--- src/rtl/freq_meter_pkg.sv ---
// freq_meter_pkg: shared FSM states, BCD limit and range-width helper for the frequency meter
package freq_meter_pkg;
  typedef enum logic [1:0] {CLEAR, GATE, LATCH} state_t;
  localparam logic [3:0] BCD_MAX = 4'd9;
  function automatic int range_width(input int n);
    return (n > 1) ? $clog2(n) : 1;
  endfunction
endpackage

--- src/rtl/freq_meter_autorange_bcd_decade.sv ---
// bcd_decade: one BCD digit with clear, increment, saturating hold and ripple carry
module bcd_decade
  import freq_meter_pkg::*;
(
  input  logic       sys_clk,
  input  logic       reset,
  input  logic       inc,
  input  logic       clr,
  input  logic       hold,
  output logic [3:0] q,
  output logic       carry
);
  assign carry = inc && q == BCD_MAX;
  // digit rolls 9->0 unless the whole count is saturated, then it sticks at 9
  always_ff @(posedge sys_clk or negedge reset)
    if (!reset) q <= '0;
    else if (clr) q <= '0;
    else if (inc) q <= (q == BCD_MAX) ? (hold ? q : 4'd0) : q + 4'd1;
endmodule

--- src/rtl/freq_meter_autorange.sv ---
// freq_meter_autorange: gated BCD edge counter with decade prescaler and auto-ranging
module freq_meter_autorange
  import freq_meter_pkg::*;
#(
  parameter int N_DIGITS    = 4,
  parameter int N_RANGES    = 3,
  parameter int GATE_CYCLES = 50_000_000,
  parameter int RANGE_W     = range_width(N_RANGES)
) (
  input  logic                  sys_clk,
  input  logic                  reset,
  input  logic                  sig_in,
  input  logic                  auto_en,
  input  logic [RANGE_W-1:0]    man_range,
  output logic [4*N_DIGITS-1:0] bcd_out,
  output logic [RANGE_W-1:0]    range_out,
  output logic                  overflow,
  output logic                  meas_valid
);
  localparam int TW = $clog2(GATE_CYCLES + 1);
  localparam logic [RANGE_W-1:0] TOP = RANGE_W'(N_RANGES - 1);
  state_t               state;
  logic [TW-1:0]        timer;
  logic [RANGE_W-1:0]   act_range, next_range, range_next, man_clamp;
  logic                 s1, s2, s3, sig_rise, clr, ovf, sat, top_zero;
  logic [N_RANGES-1:0]  pchain;
  logic [N_DIGITS:0]    dchain;
  logic [N_DIGITS-1:0]  nine;
  logic [4*N_DIGITS-1:0] count;
  logic [3:0]           unused_pre_q [N_RANGES > 1 ? N_RANGES-1 : 1];

  // two-flop synchroniser plus a delayed copy for rising-edge detection
  always_ff @(posedge sys_clk or negedge reset)
    if (!reset) {s1, s2, s3} <= '0;
    else {s1, s2, s3} <= {sig_in, s1, s2};

  assign sig_rise  = s2 && !s3;
  assign clr       = state == CLEAR;
  assign pchain[0] = sig_rise && state == GATE;

  for (genvar p = 0; p < N_RANGES - 1; p++) begin : g_pre
    bcd_decade u_pre (
      .sys_clk(sys_clk), .reset(reset), .inc(pchain[p]), .clr(clr), .hold(1'b0),
      .q(unused_pre_q[p]), .carry(pchain[p+1])
    );
  end

  assign dchain[0] = pchain[act_range];

  for (genvar d = 0; d < N_DIGITS; d++) begin : g_dig
    bcd_decade u_dig (
      .sys_clk(sys_clk), .reset(reset), .inc(dchain[d]), .clr(clr), .hold(sat),
      .q(count[4*d +: 4]), .carry(dchain[d+1])
    );
    assign nine[d] = count[4*d +: 4] == BCD_MAX;
  end

  assign sat       = &nine;
  assign top_zero  = count[4*N_DIGITS-1 -: 4] == 4'd0;
  assign man_clamp = (man_range > TOP) ? TOP : man_range;
  assign range_next = !auto_en ? man_clamp :
                      (ovf && act_range < TOP) ? act_range + 1'b1 :
                      (!ovf && top_zero && act_range != '0) ? act_range - 1'b1 : act_range;

  // measurement sequencer: clear, count for the gate window, then publish the result
  always_ff @(posedge sys_clk or negedge reset)
    if (!reset) begin
      state      <= CLEAR;
      timer      <= '0;
      act_range  <= '0;
      next_range <= '0;
      ovf        <= 1'b0;
      bcd_out    <= '0;
      range_out  <= '0;
      overflow   <= 1'b0;
      meas_valid <= 1'b0;
    end else begin
      meas_valid <= 1'b0;
      case (state)
        CLEAR: begin
          act_range <= next_range;
          timer     <= '0;
          ovf       <= 1'b0;
          state     <= GATE;
        end
        GATE: begin
          if (dchain[N_DIGITS]) ovf <= 1'b1;
          timer <= timer + 1'b1;
          if (timer == TW'(GATE_CYCLES - 1)) state <= LATCH;
        end
        LATCH: begin
          bcd_out    <= count;
          range_out  <= act_range;
          overflow   <= ovf;
          meas_valid <= 1'b1;
          next_range <= range_next;
          state      <= CLEAR;
        end
        default: state <= CLEAR;
      endcase
    end
endmodule

--- config.mk ---
export PLATFORM = sky130hd
export DESIGN_NAME = freq_meter_autorange
export DESIGN_NICKNAME = d
export VERILOG_FILES = /design/src/rtl/freq_meter_pkg.sv /design/src/rtl/freq_meter_autorange_bcd_decade.sv /design/src/rtl/freq_meter_autorange.sv
export SDC_FILE = /design/constraint.sdc
export NUM_CORES = 1
export LEC_CHECK = 0
export ABC_AREA = 0
export CAP_MARGIN = 20
export CORE_MARGIN = 2
export CORE_UTILIZATION = 62
export CTS_BUF_LIST = sky130_fd_sc_hd__clkbuf_4
export DETAILED_ROUTE_END_ITERATION = 10
export HOLD_SLACK_MARGIN = 0.06
export PLACE_DENSITY = 0.92
export SLEW_MARGIN = 5
export SYNTH_ARGS = -nofsm -noshare
export SYNTH_HDL_FRONTEND = slang
export SYNTH_HIERARCHICAL = 1
export SYNTH_SLANG_ARGS = --single-unit
--- constraint.sdc ---
create_clock -name sys_clk -period 4.5 [get_ports sys_clk]
set_clock_uncertainty 0.05 [all_clocks]
set_input_delay 0.9 -clock sys_clk [delete_from_list [all_inputs] [get_ports sys_clk]]
set_output_delay 0.9 -clock sys_clk [all_outputs]
set_load 0.02 [all_outputs]
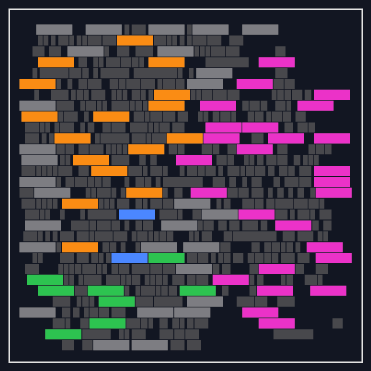
(images/registers.png)
Drawn at 4 px/um. Other sequential cells in the stronger grey, the rest of the logic in the fainter grey.
blue -> act_range  # placed flops 2
magenta -> timer  # placed flops 26
orange -> g_dig.u_dig/q  # placed flops 16
green -> g_pre.u_pre/q  # placed flops 8

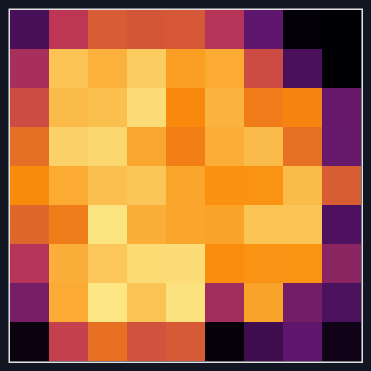
(images/density.png)
Drawn at 4 px/um. 9 x 9 tiles, from black (low) to pale yellow (high), 0 to 100% covered.
mean over tiles = 63%
nearly empty tiles = 4.9%
tiles over 75% full = 48%
emptiest ninth of the die = top right
fp_density: 64.18%
final design utilization: 72.98%
Core Area: 6794 sq um

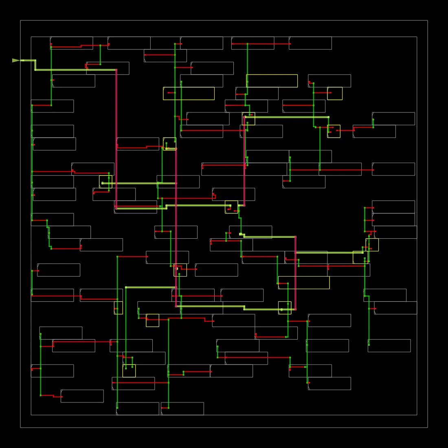
(images/final_clocks.png)
Latency at later pin: 0.46 ns
CTS Buf Count: 9
clk sinks: 80

==> job_summary.md <==
## PnR job results

| Metric | Value |
|---|---|
| Status | finished clean |
| Yosys adder share | 4.304% |
| Largest cells by area | dfrtp_1, nand2_1, ha_1 |
| CP bufs+invs | 6 |
| Worst slew pin tran | 0.6771 ns |
| Routed via count | 3513 |
| Post_cts resized | 0 |
| Cycle use final | 89.43% |
| Max FO, Critical Path | 10 |
| Crit-path slowest cell | dfrtp_1 |
| Vias in the first global route | 3372 |
| Xor+xnor area frac | 1.808% |
| First-pass detailed-route iteration total | 4 |
| Complex Gates by Area | 13.86% |
| Final hold violation count | 0 |
| Top non-seq family | simple AND/OR/NAND/NOR gates |
| Pre-CTS setup slack | 0.4360 ns |
| FF-to-FF setup slack | 0.48 ns |
| Overflow after GRT | 0 |
| Final Net Count | 523 |
| Commonest non-fill, non-tap cells in the layout | nand2_1, dfrtp_1, nor2_1 |
| Setup TNS | 0 ns |
| Synth Area in Simple Gates | 29.93% |
| Final hold slack | 0.2125 ns |
| Area leader share | 45.91% |
| Static leakage | 2.314 nW |
| Die area | 7719 sq um |
| Iter 0 DRT Violations | 264 |
| Crit path DRT | 4.84 ns |
| Hold_buf cts | 0 |
| Layout Cells excl Fill | 603 |
| Area leader, netlist | dfrtp_1 |
| All-Layer GR Usage | 25.20% |
| Setup Crit Path Kind | flip-flop to flip-flop |
| Tool warning count | 33 |
| Post-DRT Antenna Nets | 0 |
| Via density | 5.826 |
| Die Span X | 87.86 um |
| Cell count listed in synth_stat.txt | 467 |
| Critical-path cell list | nand2b_1, nor3b_1, inv_1, nor2_1, inv_1, nor2_1, mux2i_1, o21ai_1, inv_1, nor2_1, buf_4, inv_1, nor2_1, inv_1, nor2_1, nand2_1, or3b_1, a21oi_2 |
| RSZ-0062 raised after global routing | false |
| Pwr dens | 324.1 nW/um^2 |
| Mean area per synthesized cell | 9.337 sq um |
| Reg clk slew, reported paths | 0.13 ns |
| Routability cong. | 0.8568 |
| Largest net degree at the start of global routing | 81 |
| Max Buffers Root-to-Sink | 2 |
| Post CTS Setup Buffer Count | 0 |
| Max IR drop VDD | 203.4 uV |
| DP Cell Count | 584 |
| Yosys stat area | 4360 sq um |
| Ant diodes | 0 |
| Area grow syn2layout | 13.72% |
| CTS root buffer | clkbuf_4 |
| Worst path max stage delay | 0.54 ns |
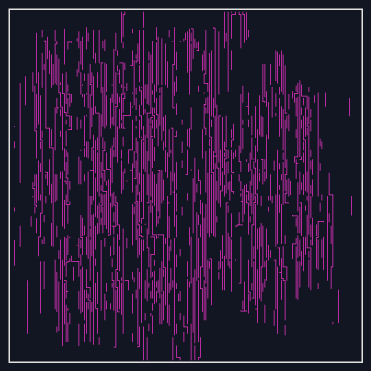
(images/met2.png)
Drawn at 4 px/um.
longest straight run = 32.6 um
main direction = vertical

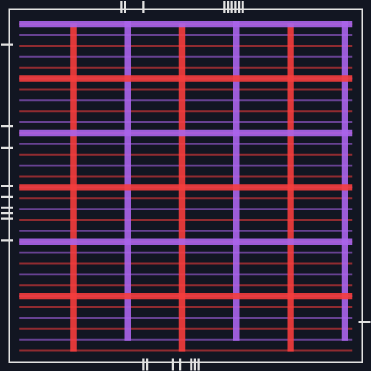
(images/pdn.png)
Drawn at 4 px/um. Pins as bars on the die edge.
purple -> VDD
red -> VSS
signal pins = 26
met4 straps = 6
met1 rails = 31

cell families after synthesis:
| kind of cell | count (synthesis) |
|---|---|
| xor gates and xnor gates | 9 |
| other | 1 |
| AOI/OAI and AO/OA | 89 |
| buffers and inverters | 38 |
| and+or+nand+nor | 234 |
| DFF | 80 |
| muxes | 1 |
| adders and majority gates | 15 |
metrics by stage:
step / utilization (%) / cell area [sq um]
after CTS: 72.10 / 4898
after global routing: 72.98 / 4959
after global placement: 69.34 / 4711
after floorplan: - / 4372
final: 72.98 / 4959
after detailed placement: 69.34 / 4711
final cells by class:
class                           count  area (sq um)
Clock buffer                        9         67.56
Clock inverter                      7         120.1
Fill cell                         463          1836
Inverter                           26         97.59
Multi-Input combinational cell    352          2206
Sequential cell                    80          2002
Tap cell                           96         120.1
Timing Repair Buffer               33         345.3
flip-flops by register name, summed over array words and instances (netlist names), 2 cells and up:
name           flops
act_range          2
g_pre.u_pre/q      8
bcd_out           16
g_dig.u_dig/q     16
timer             26
state              2
next_range         2
range_out          2
layer usage:
| metal | vias up | track usage [%] | part of all wire, % | wire length, um |
|---|---|---|---|---|
| li1 | 1708 | - | - | - |
| met1 | 1694 | 33.03 | 44 | 4028 |
| met2 | 86 | 41.18 | 51 | 4668 |
| met3 | 25 | 5.090 | 3.8 | 355 |
| met4 | 0 | 10.21 | 2.0 | 184 |
| met5 | - | 0 | 0 | 0 |
power breakdown:
part	internal, mW	switching, mW
clock network	0.282	0.264
registers	0.763	0.0663
logic	0.117	0.115
No activity file was given, so power comes from the tool's default toggle rates.
